File: src/rtl/redirect_ctrl_if.sv
// Request/redirect bundle between ID/EX control decode, redirect_ctrl and the IF PC mux.
// redirect_ctrl uses the master modport; the surrounding pipeline uses the slave modport.
interface redirect_ctrl_if #(
  parameter int PC_W  = 32,
  parameter int CNT_W = 16
);
  logic             jump;
  logic [PC_W-1:0]  jump_target;
  logic             bne_taken;
  logic [PC_W-1:0]  branch_target;
  logic             jr;
  logic [PC_W-1:0]  jr_target;
  logic             stall;
  logic             imem_ready;
  logic             redirect_valid;
  logic [PC_W-1:0]  redirect_pc;
  logic             IF_flush;
  logic             ID_flush;
  logic             busy;
  logic             wait_err;
  logic [CNT_W-1:0] flush_count;

  modport master (
    input  jump, jump_target, bne_taken, branch_target, jr, jr_target, stall, imem_ready,
    output redirect_valid, redirect_pc, IF_flush, ID_flush, busy, wait_err, flush_count
  );

  modport slave (
    output jump, jump_target, bne_taken, branch_target, jr, jr_target, stall, imem_ready,
    input  redirect_valid, redirect_pc, IF_flush, ID_flush, busy, wait_err, flush_count
  );
endinterface

File: src/rtl/redirect_ctrl.sv
// Control-transfer arbiter: raises IF/ID flushes and holds a PC redirect until fetch accepts it.
// Optional REDIRECT_STATS_EN builds a saturating count of discarded instruction slots.
module redirect_ctrl #(
  parameter int PC_W     = 32,
  parameter int MAX_WAIT = 15,
  parameter int CNT_W    = 16
) (
  input  logic           clk,
  input  logic           reset_n,
  redirect_ctrl_if.master bus
);

  typedef enum logic {IDLE, REDIRECT} state_t;

  localparam logic [7:0] MAX_WAIT_C = 8'(MAX_WAIT);

  state_t          state;
  logic [7:0]      wait_cnt;
  logic            redirect_valid_q;
  logic [PC_W-1:0] redirect_pc_q;
  logic            wait_err_q;
  logic            ex_req;
  logic            id_req;
  logic [PC_W-1:0] sel_target;
  logic            if_flush_c;
  logic            id_flush_c;

  // EX requests are older than the ID jump, so jr > bne_taken > jump
  always_comb begin
    ex_req     = bus.bne_taken | bus.jr;
    id_req     = bus.jump & ~bus.stall;
    sel_target = bus.jump_target;
    if (bus.jr)
      sel_target = bus.jr_target;
    else if (bus.bne_taken)
      sel_target = bus.branch_target;
    if_flush_c = reset_n & ((state == REDIRECT) | ex_req | id_req);
    id_flush_c = reset_n & (state == IDLE) & ex_req;
  end

  always_ff @(posedge clk or negedge reset_n) begin
    if (!reset_n) begin
      state            <= IDLE;
      wait_cnt         <= 8'd0;
      redirect_valid_q <= 1'b0;
      redirect_pc_q    <= '0;
      wait_err_q       <= 1'b0;
    end else begin
      case (state)
        IDLE: begin
          if (ex_req | id_req) begin
            state            <= REDIRECT;
            redirect_pc_q    <= sel_target;
            redirect_valid_q <= 1'b1;
            wait_cnt         <= 8'd0;
          end
        end
        REDIRECT: begin
          if (bus.imem_ready) begin
            state            <= IDLE;
            redirect_valid_q <= 1'b0;
          end else if (wait_cnt != MAX_WAIT_C) begin
            // saturating wait counter; the error stays sticky while we keep waiting
            wait_cnt <= wait_cnt + 8'd1;
            if (wait_cnt + 8'd1 == MAX_WAIT_C)
              wait_err_q <= 1'b1;
          end
        end
        default: state <= IDLE;
      endcase
    end
  end

  assign bus.redirect_valid = redirect_valid_q;
  assign bus.redirect_pc    = redirect_pc_q;
  assign bus.IF_flush       = if_flush_c;
  assign bus.ID_flush       = id_flush_c;
  assign bus.busy           = (state != IDLE);
  assign bus.wait_err       = wait_err_q;

`ifdef REDIRECT_STATS_EN
  logic [CNT_W-1:0] flush_count_q;
  logic [CNT_W:0]   flush_sum;

  always_comb begin
    flush_sum = {1'b0, flush_count_q} + (CNT_W+1)'(if_flush_c) + (CNT_W+1)'(id_flush_c);
  end

  always_ff @(posedge clk or negedge reset_n) begin
    if (!reset_n)
      flush_count_q <= '0;
    else if (flush_sum[CNT_W])
      flush_count_q <= '1;
    else
      flush_count_q <= flush_sum[CNT_W-1:0];
  end

  assign bus.flush_count = flush_count_q;
`else
  assign bus.flush_count = {CNT_W{1'b0}};
`endif

endmodule

File: src/flat_wrapper.sv
// flat-port wrapper written by rule: the top's interface ports become plain ports
module redirect_ctrl_flat 
#(
  parameter int PC_W     = 32,
  parameter int MAX_WAIT = 15,
  parameter int CNT_W    = 16
)
  (clk, reset_n, bus_jump, bus_jump_target, bus_bne_taken, bus_branch_target, bus_jr, bus_jr_target, bus_stall, bus_imem_ready, bus_redirect_valid, bus_redirect_pc, bus_IF_flush, bus_ID_flush, bus_busy, bus_wait_err, bus_flush_count);
  redirect_ctrl_if #(.PC_W(PC_W), .CNT_W(CNT_W)) bus_i ();
  input  logic clk;
  input  logic reset_n;
  input wire logic [$bits(bus_i.jump)-1:0] bus_jump;
  input wire logic [$bits(bus_i.jump_target)-1:0] bus_jump_target;
  input wire logic [$bits(bus_i.bne_taken)-1:0] bus_bne_taken;
  input wire logic [$bits(bus_i.branch_target)-1:0] bus_branch_target;
  input wire logic [$bits(bus_i.jr)-1:0] bus_jr;
  input wire logic [$bits(bus_i.jr_target)-1:0] bus_jr_target;
  input wire logic [$bits(bus_i.stall)-1:0] bus_stall;
  input wire logic [$bits(bus_i.imem_ready)-1:0] bus_imem_ready;
  output wire logic [$bits(bus_i.redirect_valid)-1:0] bus_redirect_valid;
  output wire logic [$bits(bus_i.redirect_pc)-1:0] bus_redirect_pc;
  output wire logic [$bits(bus_i.IF_flush)-1:0] bus_IF_flush;
  output wire logic [$bits(bus_i.ID_flush)-1:0] bus_ID_flush;
  output wire logic [$bits(bus_i.busy)-1:0] bus_busy;
  output wire logic [$bits(bus_i.wait_err)-1:0] bus_wait_err;
  output wire logic [$bits(bus_i.flush_count)-1:0] bus_flush_count;
  assign bus_i.jump = bus_jump;
  assign bus_i.jump_target = bus_jump_target;
  assign bus_i.bne_taken = bus_bne_taken;
  assign bus_i.branch_target = bus_branch_target;
  assign bus_i.jr = bus_jr;
  assign bus_i.jr_target = bus_jr_target;
  assign bus_i.stall = bus_stall;
  assign bus_i.imem_ready = bus_imem_ready;
  assign bus_redirect_valid = bus_i.redirect_valid;
  assign bus_redirect_pc = bus_i.redirect_pc;
  assign bus_IF_flush = bus_i.IF_flush;
  assign bus_ID_flush = bus_i.ID_flush;
  assign bus_busy = bus_i.busy;
  assign bus_wait_err = bus_i.wait_err;
  assign bus_flush_count = bus_i.flush_count;
  redirect_ctrl #(.PC_W(PC_W), .MAX_WAIT(MAX_WAIT), .CNT_W(CNT_W)) u_core (.clk(clk), .reset_n(reset_n), .bus(bus_i));
endmodule
File: config.mk
export PLATFORM = sky130hd
export DESIGN_NAME = redirect_ctrl_flat
export DESIGN_NICKNAME = d
export VERILOG_FILES = /design/src/rtl/redirect_ctrl_if.sv /design/src/rtl/redirect_ctrl.sv /design/src/flat_wrapper.sv
export SDC_FILE = /design/constraint.sdc
export NUM_CORES = 1
export LEC_CHECK = 0
export CAP_MARGIN = 25
export CORE_MARGIN = 2
export CORE_UTILIZATION = 27
export DETAILED_ROUTE_END_ITERATION = 16
export HOLD_SLACK_MARGIN = 0.08
export SLEW_MARGIN = 20
export SYNTH_ARGS = -nofsm -noshare
export SYNTH_HDL_FRONTEND = slang
export SYNTH_SLANG_ARGS = --single-unit
File: constraint.sdc
create_clock -name clk -period 1.7 [get_ports clk]
set_clock_uncertainty 0.15 [all_clocks]
set_input_delay 0.17 -clock clk [delete_from_list [all_inputs] [get_ports clk]]
set_output_delay 0.17 -clock clk [all_outputs]
set_load 0.005 [all_outputs]
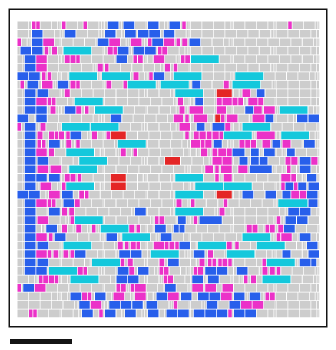
Run 1: placed cells, one color a class
The bar under the picture is 20 um long. Fill, decap, tap and diode cells in gray.
- cyan: flops (cells 43; share of their area 26%)
- red: clock drivers and dummy loads (cells 7; share of their area 2.1%)
- blue: other buffers and delay cells (cells 162; share of their area 39%)
- magenta: all other logic (cells 236; share of their area 33%)
end-of-flow core utilization: 46.0%
Finished Cell Area: 4250 um^2
FP Rows: 35

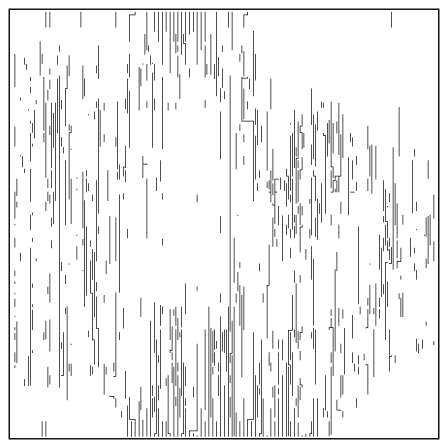
Run 1: metal 2
- share of all routed wire: 49%
- longest straight run: 73.8 um
GR Util met2: 24.0%
Via Count: 2495
total detailed-routing wirelength: 7140 um

==> flow_summary.rst, run 1 <==
Physical design figures
=======================

.. list-table::
   :header-rows: 1

   * - Metric
     - Value
   * - Tightest hold margin
     - between 0.1 and 0.15 ns
   * - Mean area per synthesized cell
     - approximately 8.5 um^2
   * - Post-Place Setup Slack
     - -0.133 ns
   * - Maximum achievable frequency
     - ~560 MHz
   * - Number of global-route vias before repair
     - ~2400
   * - Arrival time reported for the critical path endpoint
     - ~1.8 ns
   * - Setup WS post-layout
     - -0.0890 ns
   * - Period utilisation layout
     - 105%
   * - Post-synth EDFFs
     - 0
   * - Met2 WL
     - approximately 3500 um
   * - Synth top cells by count
     - 43 x sky130_fd_sc_hd__dfrtp_1, 38 x sky130_fd_sc_hd__nand2_1, 37 x sky130_fd_sc_hd__o21ai_0, 36 x sky130_fd_sc_hd__nor2_1, 35 x sky130_fd_sc_hd__a21oi_1
   * - IO Port Bufs
     - 139
   * - Run status
     - finished with violations
   * - Die x size
     - roughly 100 um
   * - CP top delay family
     - simple AND/OR/NAND/NOR gates
   * - Synthesized flop and latch total
     - roughly 43
   * - Kind of critical path
     - reg2reg
   * - Post-route met1 wirelength
     - between 3000 and 4000 um
   * - Worst IR drop on VDD
     - approximately 320 uV
   * - Congestion Overflow GR
     - 0
   * - First drt pass iteration count
     - 4
   * - Detail Route Antenna Nets
     - 0
   * - Sum of buffers and inverters on the critical path
     - 0
   * - Number of warnings printed during yosys synthesis
     - 0
   * - Final net count
     - 553
   * - Pwr/cell area
     - approximately 740 nW/um^2
   * - Synth Flop Type
     - sky130_fd_sc_hd__dfrtp_1
   * - Number of levels in the clock H-tree
     - 2
   * - Gpl congestion
     - 0.790
   * - Setup violators final
     - 7
   * - Gate count of the mapped netlist
     - ~300
   * - Die outline height
     - approximately 100 um
   * - Violations in the final reports
     - negative setup slack
   * - Warning total across the stage logs
     - 30
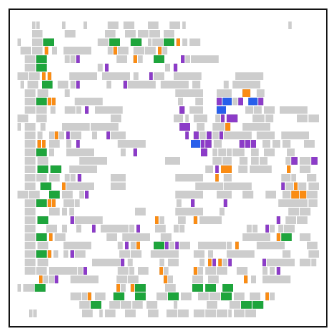
Run 1: gate-type map
- orange: NOR gates (cells 41; where widely spread)
- green: multiplexers (cells 32)
- blue: XOR/XNOR gates (cells 4)
- purple: NAND gates (cells 53)
most frequent logic cell in the layout: sky130_fd_sc_hd__clkdlybuf4s50_1
Finished Layout Cells: 577
multi-input gate share of total cell area: 31.5%

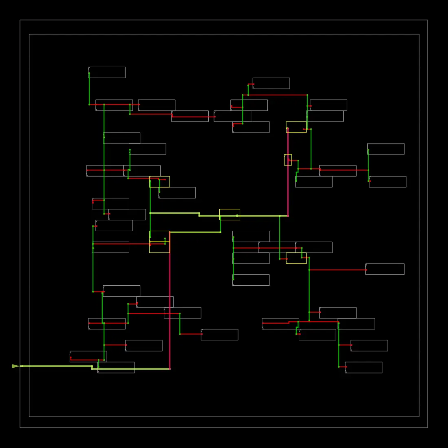
Run 1: clock wiring as the flow saved it
Inserted Clock Buffers: 5
number of clock sinks: 43
later-pin clock latency in the skew report: 0.29 ns
number of clock buffers in the layout: 6

## run 1: worst min-delay path: stages
cell,delay [ns]
sky130_fd_sc_hd__buf_2,0.09
sky130_fd_sc_hd__nor2_1,0.06
sky130_fd_sc_hd__nand2_1,0.08
sky130_fd_sc_hd__nor2_1,0.04
sky130_fd_sc_hd__a21oi_1,0.11
## run 1: kinds of logic (layout without fill, tap and decap cells)
logic type / Yosys count / after routing / synth area share [%]
buffers and inverters: 38 / 170 / 8.88
muxes: 32 / 32 / 12.5
DFF: 43 / 43 / 42.0
other: 1 / 16 / 0.146
xor gates and xnor gates: 4 / 4 / 1.37
adders and majority gates: 2 / 2 / 0.975
and+or+nand+nor: 100 / 100 / 17.0
AOI/OAI and AO/OA: 81 / 81 / 17.2
## run 1: area by class of cell
type                            count  area, um^2
Fill cell                         922        4990
Timing Repair Buffer              162        1580
Multi-Input combinational cell    235        1340
Sequential cell                    43        1080
Tap cell                          129         161
Clock buffer                        6        82.6
Clock inverter                      1        5.00
Inverter                            1        3.75
## run 1: worst paths after layout
kind                                            start                         end  slack [ns]  depth (start not counted)
max                                u_core.wait_cnt[5]          u_core.wait_cnt[3]       -0.09                          4
min                                            bus_jr   u_core.bus.redirect_valid        0.15                          5
max reg2reg                        u_core.wait_cnt[5]          u_core.wait_cnt[3]       -0.09                          4
min reg2reg                u_core.bus.redirect_pc[23]  u_core.bus.redirect_pc[23]        0.33                          2
max in group asynchronous                     reset_n   u_core.bus.redirect_pc[8]        0.84                          3
min in group asynchronous                     reset_n          u_core.wait_cnt[2]        0.26                          3
## run 1: where the power goes
part	internal (W)	total, W	switching, W
registers	0.00122	0.00134	0.000121
clock network	0.000319	0.000652	0.000333
logic	0.000721	0.00116	0.000440
## run 1: metrics by stage
step                      cell area, um^2  setup TNS, ns  std cells
after floorplan                      2620        -0.0664        316
after global placement               4100         -0.230        565
after detailed placement             4100         -0.556        565
after CTS                            4220         -0.347        576
after global routing                 4250         -0.885        577
final                                4250         -0.356        577
## run 1: routing by layer
layer | global-route usage [%] | vias to the layer above
li1 | - | 1292
met2 | 24.0 | 89
met1 | 17.6 | 1108
met5 | 0 | -
met4 | 3.95 | 0
met3 | 4.42 | 6
## run 1: sequential cells by signal (all words and copies together), names as in the netlist
signal                     flops
u_core.bus.wait_err            1
u_core.bus.busy                1
u_core.bus.redirect_valid      1
u_core.wait_cnt                8
u_core.bus.redirect_pc        32
## run 1: what timing repair did
action | CTS | global route
endpoints found under the hold margin | 43 | 0
endpoints found under the setup margin | 9 | 8
hold buffers | 1 | 0
gates resized | 5 | 7
pin swaps | 5 | 4
buffers inserted | 3 | 1
--- run 2 (diff from run 1) ---
--- a/config.mk
+++ b/config.mk
@@ -10,6 +10,8 @@
 export CORE_UTILIZATION = 27
 export DETAILED_ROUTE_END_ITERATION = 16
 export HOLD_SLACK_MARGIN = 0.08
+export RECOVER_POWER = 100
+export SKIP_CTS_REPAIR_TIMING = 1
 export SLEW_MARGIN = 20
 export SYNTH_ARGS = -nofsm -noshare
 export SYNTH_HDL_FRONTEND = slang
==> run 2 against run 1 <==
Effect of this change:
- area after synthesis stayed put
- worst setup slack better by 0.0048 ns
- sequential power about the same
- die size unchanged
- the flow still finishes with violations (negative setup slack)
- synthesized cell count is the same
- sequential share of layout area rose by 0.17 points
- core utilization shrank 0.31 points
- hold slack worse by 0.0047 ns
- global-route usage is 0.14 points lower
- routed wire length increased by 0.48%
- maximum frequency rose by 0.27%
==> flow_summary.rst, run 2 <==
Physical design figures
=======================

.. list-table::
   :header-rows: 1

   * - Metric
     - Value
   * - Post-synth EDFFs
     - 0 (unchanged)
   * - Later-pin clock latency in the skew report
     - 0.29 ns (about the same)
   * - IO Port Bufs
     - 139 (unchanged)
   * - Die outline height
     - 101 um (unchanged)
   * - Dominant comb cell
     - AND-OR/OR-AND gates
   * - Setup WS post-layout
     - -0.0842 ns (+0.00482 ns)
   * - Gate count of the mapped netlist
     - 301 (unchanged)
   * - Simple logic cell fraction of the synthesized area
     - 17.0% (unchanged)
   * - Depth of the worst register-to-register path
     - 4 (unchanged)
   * - Number of global-route vias before repair
     - 2350 (-1.5%)
   * - Synth Area in XOR/XNOR
     - 1.37% (unchanged)
   * - Beginning of the worst hold path
     - bus_jr
   * - Detail Route Antenna Nets
     - 0 (unchanged)
   * - Final net count
     - 550 (-0.54%)
   * - Placed cells
     - 565 (unchanged)
   * - Run status
     - finished with violations
   * - Worst IR drop on VDD
     - 314 uV (-2.7%)
   * - Synth top cells by count
     - 43 x sky130_fd_sc_hd__dfrtp_1, 38 x sky130_fd_sc_hd__nand2_1, 37 x sky130_fd_sc_hd__o21ai_0, 36 x sky130_fd_sc_hd__nor2_1, 35 x sky130_fd_sc_hd__a21oi_1
   * - FP Rows
     - 35 (unchanged)
   * - Startpoint of the most critical register-to-register path
     - u_core.wait_cnt[5]
   * - Setup violators final
     - 7 (unchanged)
   * - Critical path origin
     - u_core.wait_cnt[5]
   * - Synth Flop Type
     - sky130_fd_sc_hd__dfrtp_1
   * - Reg-to-Reg End
     - u_core.wait_cnt[3]
   * - Number of filler instances in the final layout
     - 927 (+0.54%)
   * - Violations in the final reports
     - negative setup slack
   * - Pwr/cell area
     - 726 nW/um^2 (-2.0%)
   * - Destination of the critical timing path
     - u_core.wait_cnt[3]
   * - Mean area per synthesized cell
     - 8.52 um^2 (unchanged)
   * - Maximum achievable frequency
     - 560 MHz (+0.27%)
   * - Arrival time reported for the critical path endpoint
     - 1.81 ns (about the same)
   * - Die x size
     - 101 um (unchanged)
   * - Warning total across the stage logs
     - 29 (-3.3%)
   * - Number of levels in the clock H-tree
     - 2 (unchanged)
## run 2: per-stage QoR
stage                     utilization [%]  TNS (ns)  setup WS (ns)  hold slack [ns]
after global placement               44.3    -0.230        -0.0751           0.0400
after CTS                            45.3    -0.820         -0.136           -0.274
after detailed placement             44.3    -0.556         -0.133           0.0480
after global routing                 45.7     -1.64         -0.134            0.191
final                                45.7    -0.292        -0.0842            0.145
after floorplan                         -   -0.0664        -0.0383           -0.276
## run 2: layout make-up
cell class	instances	area, um^2	share of cell area, %
flip-flops and latches	43	1080	25.5
inverters	1	3.75	0.0889
well taps	129	161	3.82
clock buffers	6	82.6	1.96
repair buffers	159	1540	36.6
clock inverters	1	5.00	0.119
multi-input cells	235	1350	31.9
## run 2: power breakdown
part           switching [W]  internal [W]
Combinational       0.000437      0.000642
Sequential          0.000116       0.00122
Clock               0.000336      0.000319
## run 2: worst min-delay path by stage
| stage | endpoint | slack [ns] | cells after the start |
|---|---|---|---|
| 2_1_floorplan | u_core.bus.busy | -0.28 | 0 |
| 3_3_place_gp | u_core.bus.busy | 0.04 | 2 |
| 3_5_place_dp | u_core.bus.busy | 0.05 | 2 |
| 4_1_cts | u_core.bus.busy | -0.27 | 2 |
| 5_1_grt | u_core.bus.redirect_valid | 0.19 | 5 |
| 6_report | u_core.bus.redirect_valid | 0.14 | 5 |
## run 2: worst max-delay path: stages (launching register included)
cell	delay, ns
sky130_fd_sc_hd__dfrtp_1	0.39
sky130_fd_sc_hd__or4_4	0.54
sky130_fd_sc_hd__o21ai_4	0.26
sky130_fd_sc_hd__nor3_2	0.06
sky130_fd_sc_hd__a211o_1	0.27
## run 2: cell families after synthesis
family | count (synthesis)
simple gates | 100
compound gates | 81
flops | 43
buf+inv | 38
mux | 32
xor+xnor | 4
fa+ha+maj | 2
other cells | 1
## run 2: metal layers
| metal | wire (um) | global-route usage [%] | vias to the layer above |
|---|---|---|---|
| li1 | - | - | 1289 |
| met1 | 3040 | 17.5 | 1122 |
| met2 | 3480 | 23.7 | 91 |
| met3 | 558 | 4.42 | 7 |
| met4 | 95 | 3.95 | 0 |
| met5 | 0 | 0 | - |
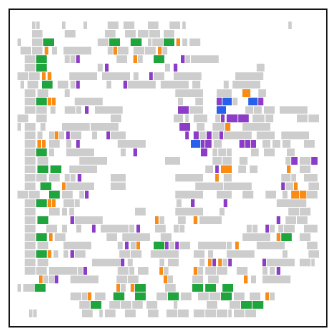
Run 2: gate-type map
- purple: NAND gates (cells 53)
- blue: XOR/XNOR gates (cells 4)
- orange: NOR gates (cells 41; where widely spread)
- green: multiplexers (cells 32)
multi-input gate share of total cell area: 31.9%
Finished Layout Cells: 574

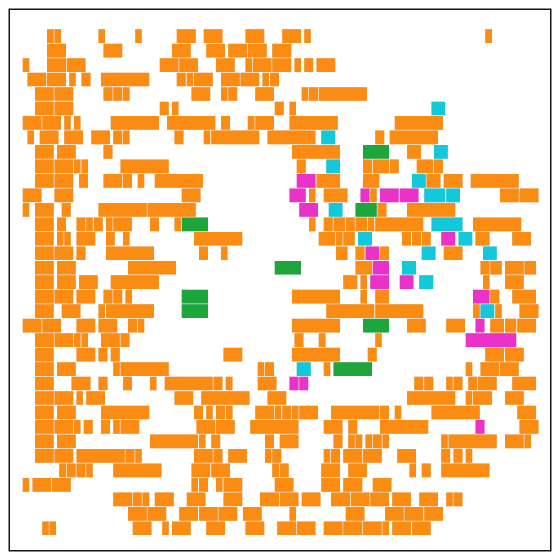
Run 2: drive-strength map
- cyan: drive 3 to 4 (cells 17)
- magenta: drive 2 (cells 17)
- orange: drive 1 or less (cells 403)
- green: drive 6 and up (cells 8)
Finished Cell Area: 4220 um^2
Area growth syn-to-layout: 64.6%
Non-clk bufs: 159
Setup WS post-layout: -0.0842 ns

--- run 3 (diff from run 2) ---
--- a/config.mk
+++ b/config.mk
@@ -5,6 +5,7 @@
 export SDC_FILE = /design/constraint.sdc
 export NUM_CORES = 1
 export LEC_CHECK = 0
+export ABC_AREA = 0
 export CAP_MARGIN = 25
 export CORE_MARGIN = 2
 export CORE_UTILIZATION = 27
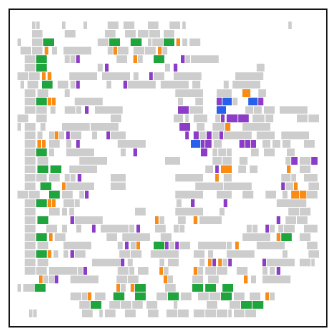
Run 3: gate-type map
- blue: XOR/XNOR gates (cells 4)
- green: multiplexers (cells 32)
- orange: NOR gates (cells 41; where widely spread)
- purple: NAND gates (cells 53)

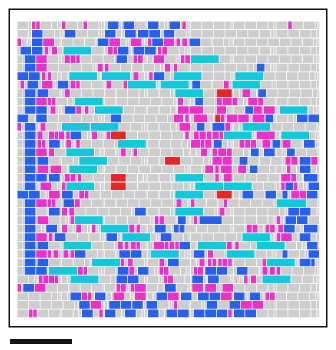
Run 3: placed cells, one color a class
The bar under the picture is 20 um long. Fill, decap, tap and diode cells in gray.
- blue: other buffers and delay cells (cells 159; share of their area 38%)
- magenta: all other logic (cells 236; share of their area 33%)
- red: clock drivers and dummy loads (cells 7; share of their area 2.2%)
- cyan: flops (cells 43; share of their area 27%)
end-of-flow core utilization: 45.7%
core box area: 9240 um^2
fraction of standard cell area that is sequential: 25.5%

==> run 3 against run 2 <==
Effect of this change:
- the flow still finishes with violations (negative setup slack)
- core utilization unchanged
- maximum frequency unchanged
- routed wire length unchanged
- non-clock buffer count unchanged
- clock power about the same
- design area unchanged
- worst setup slack unchanged
- critical endpoint unchanged
- largest cell class unchanged
==> flow_summary.rst, run 3 <==
Physical design figures
=======================

.. list-table::
   :header-rows: 1

   * - Metric
     - Value
   * - Mean area per synthesized cell
     - 8.52 um^2 (unchanged)
   * - Area of the multi-input gates
     - 1350 um^2 (unchanged)
   * - Antenna violations before repair
     - 0
   * - Switching power of the nets
     - 0.000889 W (unchanged)
   * - Post-Place Setup Slack
     - -0.133 ns (unchanged)
   * - Main area contributors after synthesis
     - sky130_fd_sc_hd__dfrtp_1 42%, sky130_fd_sc_hd__mux2i_1 12%, sky130_fd_sc_hd__o21ai_0 7.2%
   * - Placed cells
     - 565 (unchanged)
   * - Worst-margin pin slew
     - 0.669 ns
   * - Maximum achievable frequency
     - 560 MHz (unchanged)
   * - Detail Route Antenna Nets
     - 0 (unchanged)
   * - Worst IR drop on VDD
     - 314 uV (unchanged)
   * - Minimum clock period
     - between 1.5 and 2 ns
   * - Part of the total power dissipated in sequential elements
     - 43.4% (about the same)
   * - Synth Flop Type
     - sky130_fd_sc_hd__dfrtp_1
   * - Switching power share of the total
     - 29.0% (unchanged)
   * - Setup WS post-layout
     - -0.0842 ns (unchanged)
   * - Post-synth EDFFs
     - 0 (unchanged)
   * - Finished Layout Cells
     - 574 (unchanged)
   * - Run status
     - finished with violations
   * - FP Rows
     - 35 (unchanged)
   * - Arrival time reported for the critical path endpoint
     - 1.81 ns (about the same)
   * - Area growth syn-to-layout
     - 64.6% (unchanged)
   * - Warning total across the stage logs
     - 29 (unchanged)
   * - Pwr/cell area
     - 726 nW/um^2 (unchanged)
   * - Gate count of the mapped netlist
     - 301 (unchanged)
   * - Violations in the final reports
     - negative setup slack
   * - Synth top cells by count
     - 43 x sky130_fd_sc_hd__dfrtp_1, 38 x sky130_fd_sc_hd__nand2_1, 37 x sky130_fd_sc_hd__o21ai_0, 36 x sky130_fd_sc_hd__nor2_1, 35 x sky130_fd_sc_hd__a21oi_1
   * - Number of filler instances in the final layout
     - 927 (unchanged)
   * - Number of global-route vias before repair
     - 2350 (unchanged)
   * - Relative contribution of the clock network to total power
     - 21.4% (about the same)
   * - Die outline height
     - 101 um (unchanged)
   * - Later-pin clock latency in the skew report
     - 0.29 ns (about the same)
   * - Die x size
     - 101 um (unchanged)
   * - Setup violators final
     - 7 (unchanged)
   * - Register cell area after layout
     - 1080 um^2 (unchanged)
   * - Combinational power share
     - 35.2% (about the same)
   * - Number of levels in the clock H-tree
     - 2 (unchanged)
   * - Final net count
     - 550 (unchanged)
   * - Proportion of layout cells with a drive suffix above 1
     - a little under a tenth
-- run 3: cell counts after synthesis --
Identical to the previous run, type by type.
-- run 3: cell families after synthesis --
kind of cell    share of synthesized area (%)
buf+inv                                  8.88
mux                                      12.5
xor+xnor                                 1.37
simple gates                             17.0
other cells                             0.146
fa+ha+maj                               0.975
compound gates                           17.2
flops                                    42.0
-- run 3: layout make-up --
| type | count | area share (%) |
|---|---|---|
| flip-flops and latches | 43 | 25.5 |
| clock buffers | 6 | 1.96 |
| clock inverters | 1 | 0.119 |
| inverters | 1 | 0.0889 |
| multi-input cells | 235 | 31.9 |
| repair buffers | 159 | 36.6 |
| well taps | 129 | 3.82 |
-- run 3: path summary, 6_finish.rpt --
path,startpoint,end,slack [ns],cells after the start
min reg2reg,u_core.bus.redirect_pc[23],u_core.bus.redirect_pc[23],0.32,2
min,bus_jr,u_core.bus.redirect_valid,0.14,5
max,u_core.wait_cnt[5],u_core.wait_cnt[3],-0.08,4
max in group asynchronous,reset_n,u_core.bus.redirect_pc[8],0.49,3
min in group asynchronous,reset_n,u_core.bus.busy,0.40,3
max reg2reg,u_core.wait_cnt[5],u_core.wait_cnt[3],-0.08,4
-- run 3: power groups by stage --
stage	sequential, W	clock, W	combinational [W]
after floorplan	0.00136	0	0.000397
after global placement	0.00135	0	0.00113
after detailed placement	0.00136	0	0.00115
after CTS	0.00134	0.000692	0.00115
after global routing	0.00136	0.000732	0.00121
final	0.00133	0.000655	0.00108
-- run 3: critical path: stages, from the launching register on --
cell and delay (ns):
sky130_fd_sc_hd__dfrtp_1 0.39, sky130_fd_sc_hd__or4_4 0.54, sky130_fd_sc_hd__o21ai_4 0.26, sky130_fd_sc_hd__nor3_2 0.06, sky130_fd_sc_hd__a211o_1 0.27
-- run 3: metrics by stage --
step / hold WS, ns / instance area (um^2) / power (W) / setup TNS, ns
after floorplan: -0.276 / 2620 / 0.00176 / -0.0664
after global placement: 0.0400 / 4100 / 0.00248 / -0.230
after detailed placement: 0.0480 / 4100 / 0.00251 / -0.556
after CTS: -0.274 / 4180 / 0.00319 / -0.820
after global routing: 0.191 / 4220 / 0.00330 / -1.64
final: 0.145 / 4220 / 0.00307 / -0.292
-- run 3: per-layer routing --
layer	vias to the layer above	part of all wire [%]	track usage, %
li1	1289	-	-
met1	1122	42	17.5
met2	91	49	23.7
met3	7	7.8	4.42
met4	0	1.3	3.95
met5	-	0	0
Power and IR drop assume default switching activity.
